===== src/rtl/ysyx_22040127_pkg.sv =====
// Shared fetch-stage types and constants.
// Imported by the fetch top and its helpers.
package ysyx_22040127_pkg;

  typedef enum logic [2:0] {
    S_BOOT,
    S_REQ,
    S_WAIT,
    S_CANCEL,
    S_HOLD
  } fetch_state_t;

  localparam int IF_TO_ID_WIDTH = 65;
  localparam logic [31:0] INST_EBREAK = 32'h0010_0073;
  localparam logic [31:0] RESET_PC_DEFAULT = 32'h8000_0000;

  function automatic logic is_ebreak(
    input logic [31:0] inst
  );
    return inst == INST_EBREAK;
  endfunction

endpackage


===== src/rtl/ysyx_22040127_npc.sv =====
// Next-pc selection: redirect priority, target
// alignment and the sequential pc+4 path.
module ysyx_22040127_npc (
  input  logic [31:0] pc,
  input  logic        id_redirect,
  input  logic [31:0] id_redirect_pc,
  input  logic        trap_redirect,
  input  logic [31:0] trap_pc,
  output logic        redirect,
  output logic [31:0] target,
  output logic [31:0] seq_pc
);

  logic [31:0] sel;

  assign redirect = trap_redirect | id_redirect;
  // trap path outranks decode's branch target
  assign sel = trap_redirect ? trap_pc : id_redirect_pc;
  assign target = {sel[31:2], 2'b00};
  assign seq_pc = pc + 32'd4;

endmodule


===== src/rtl/ysyx_22040127_fetch.sv =====
// Instruction fetch stage: pc owner, single
// outstanding icache request, one-entry buffer.
module ysyx_22040127_fetch
  import ysyx_22040127_pkg::*;
#(
  parameter logic [31:0] RESET_PC = RESET_PC_DEFAULT
) (
  input  logic        clk,
  input  logic        rst,
  input  logic        id_allowin,
  output logic        if_to_id_valid,
  output logic [IF_TO_ID_WIDTH-1:0] if_to_id_bus,
  input  logic        id_redirect,
  input  logic [31:0] id_redirect_pc,
  input  logic        trap_redirect,
  input  logic [31:0] trap_pc,
  output logic        icache_req,
  output logic [31:0] icache_addr,
  input  logic        icache_addr_ok,
  input  logic        icache_rsp_valid,
  input  logic [31:0] icache_rsp_data,
  output logic        preif_allowin
);

  fetch_state_t state;
  logic [31:0] pc;
  logic [31:0] redir_pc;
  logic [31:0] inst_buf;

  logic        redirect;
  logic [31:0] target;
  logic [31:0] seq_pc;

  ysyx_22040127_npc u_npc (
    .pc             (pc),
    .id_redirect    (id_redirect),
    .id_redirect_pc (id_redirect_pc),
    .trap_redirect  (trap_redirect),
    .trap_pc        (trap_pc),
    .redirect       (redirect),
    .target         (target),
    .seq_pc         (seq_pc)
  );

  always_ff @(posedge clk or negedge rst) begin
    if (!rst) begin
      state    <= S_BOOT;
      pc       <= RESET_PC;
      redir_pc <= RESET_PC;
      inst_buf <= '0;
    end else begin
      unique case (state)
        S_BOOT: begin
          state <= S_REQ;
          if (redirect) pc <= target;
        end
        S_REQ: begin
          if (redirect) begin
            // accepted same cycle: its reply must be dropped
            if (icache_addr_ok) begin
              redir_pc <= target;
              state    <= S_CANCEL;
            end else begin
              pc <= target;
            end
          end else if (icache_addr_ok) begin
            state <= S_WAIT;
          end
        end
        S_WAIT: begin
          if (redirect) begin
            if (icache_rsp_valid) begin
              pc    <= target;
              state <= S_REQ;
            end else begin
              redir_pc <= target;
              state    <= S_CANCEL;
            end
          end else if (icache_rsp_valid) begin
            inst_buf <= icache_rsp_data;
            state    <= S_HOLD;
          end
        end
        S_CANCEL: begin
          if (icache_rsp_valid) begin
            pc    <= redirect ? target : redir_pc;
            state <= S_REQ;
          end else if (redirect) begin
            redir_pc <= target;
          end
        end
        S_HOLD: begin
          if (redirect) begin
            pc    <= target;
            state <= S_REQ;
          end else if (id_allowin) begin
            pc    <= seq_pc;
            state <= S_REQ;
          end
        end
        default: state <= S_BOOT;
      endcase
    end
  end

  assign if_to_id_valid = (state == S_HOLD);
  assign icache_req     = (state == S_REQ);
  assign icache_addr    = pc;
  assign preif_allowin  = icache_req & icache_addr_ok;

  assign if_to_id_bus = if_to_id_valid
    ? {is_ebreak(inst_buf), inst_buf, pc}
    : '0;

endmodule

===== config.mk =====
export PLATFORM = sky130hd
export DESIGN_NAME = ysyx_22040127_fetch
export DESIGN_NICKNAME = d
export VERILOG_FILES = /design/src/rtl/ysyx_22040127_pkg.sv /design/src/rtl/ysyx_22040127_npc.sv /design/src/rtl/ysyx_22040127_fetch.sv
export SDC_FILE = /design/constraint.sdc
export NUM_CORES = 1
export LEC_CHECK = 0
export ABC_AREA = 1
export CORE_UTILIZATION = 35
export DETAILED_ROUTE_END_ITERATION = 8
export GPL_TIMING_DRIVEN = 0
export MAX_ROUTING_LAYER = met4
export PLACE_DENSITY = 0.68
export SLEW_MARGIN = 20
export SYNTH_ARGS = -nofsm -noshare
export SYNTH_HDL_FRONTEND = slang
export SYNTH_SLANG_ARGS = --single-unit

===== constraint.sdc =====
create_clock -name clk -period 4.2 [get_ports clk]
set_clock_uncertainty 0.2 [all_clocks]
set_input_delay 0.63 -clock clk [delete_from_list [all_inputs] [get_ports clk]]
set_output_delay 0.63 -clock clk [all_outputs]
set_load 0.005 [all_outputs]

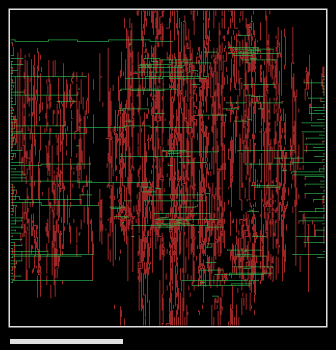
layers.png
Scale bar: 50 um. Only two layers are drawn.
[M2] red | wire length: 11600 um
[M3] green | wire length: 1980 um

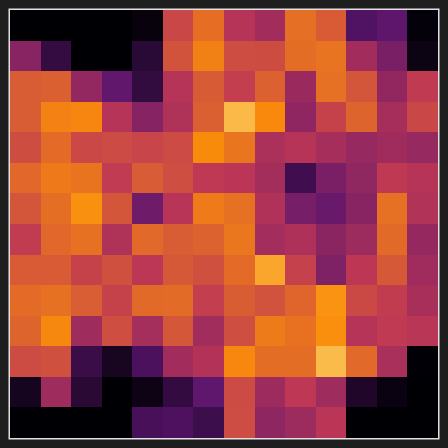
util_map.png
14 x 14 tiles, from black (low) to pale yellow (high), 0 to 100% covered.
tiles over 75% full: 3.1%
fullest tile: 85%
mean over tiles: 46%
nearly empty tiles: 8.7%

==> results.toml <==
# implementation run metrics
[critical_path]
type_of_element_capturing_the_critical_path = "output port"
critical_path.top_delay_family = "buffers and inverters"
worst_r2r_path_depth = 11
path_cells = "inv_2, nand2_2, nor2_4, inv_1, clkbuf_1, buf_1, nor2_1, clkdlybuf4s50_1"
path_max_fanout = 10

[route]
detail_route.drc_violations = 0
postRouteAntennaNets = 0

[power_and_ir_drop]
p_seq_mw = 1.84
p_total_mw = 5.36
p_int_mw = 2.93
power.combinational.total_mw = 2.67

[logic_synthesis]
post_synth_num_cell_types = 32
synth.avg_cell_area_um2 = 6.20
synthDominantCellAreaShare_pct = 36.4
fp_nets = 1180

[run_status]
outcome = "complete, but fails checks"
failed_checks = "hold timing"

[floorplan]
row_count = 50
die-width_um = 140
coreArea_um2 = 18700

[timing]
final_hold_viol_count = 12
period_used_pct = 87.5
period_minus_slack_ps = 3670
final-setup-viol-count = 0
hold_ws_ps = -13.4

[clock_network]
cts.reportedPaths.clkPinSlew_ps = 70
clock.latency.late_pin_ps = 360

[layout]
final_core_utilization_pct = 49.5
finish.instance_area_um2 = 9260

[placement]
gp_routability_congestion = 0.970
dp_hpwl_um = 19500

[grt]
grtUsageMet2_pct = 43.2
## area by class of cell
cell class              count  area, um2
clock inverters             7       67.6
flip-flops and latches     99       2480
inverters                 105        394
clock buffers               9        225
repair buffers            198       2000
fillers                  1936       9450
multi-input cells         818       3550
well taps                 234        293
plain buffers              54        254
## stage by stage
stage	hold slack (ps)	setup TNS [ps]	setup WS, ps
after floorplan	134	0	2040
after global placement	273	-152950	-1580
after detailed placement	281	0	922
after CTS	3.28	0	534
after global routing	18.1	0	422
final	-13.4	0	526
## per-layer routing
layer	part of all wire (%)	vias up	wire length, um
li1	-	3807	-
met1	43	3570	10700
met2	47	348	11600
met3	7.9	39	1980
met4	2.5	0	633
met5	0	-	0
## state kept, by name, summed over array words and instances (netlist names)
register     cells
redir_pc        32
inst_buf        32
icache_addr     32
state            3
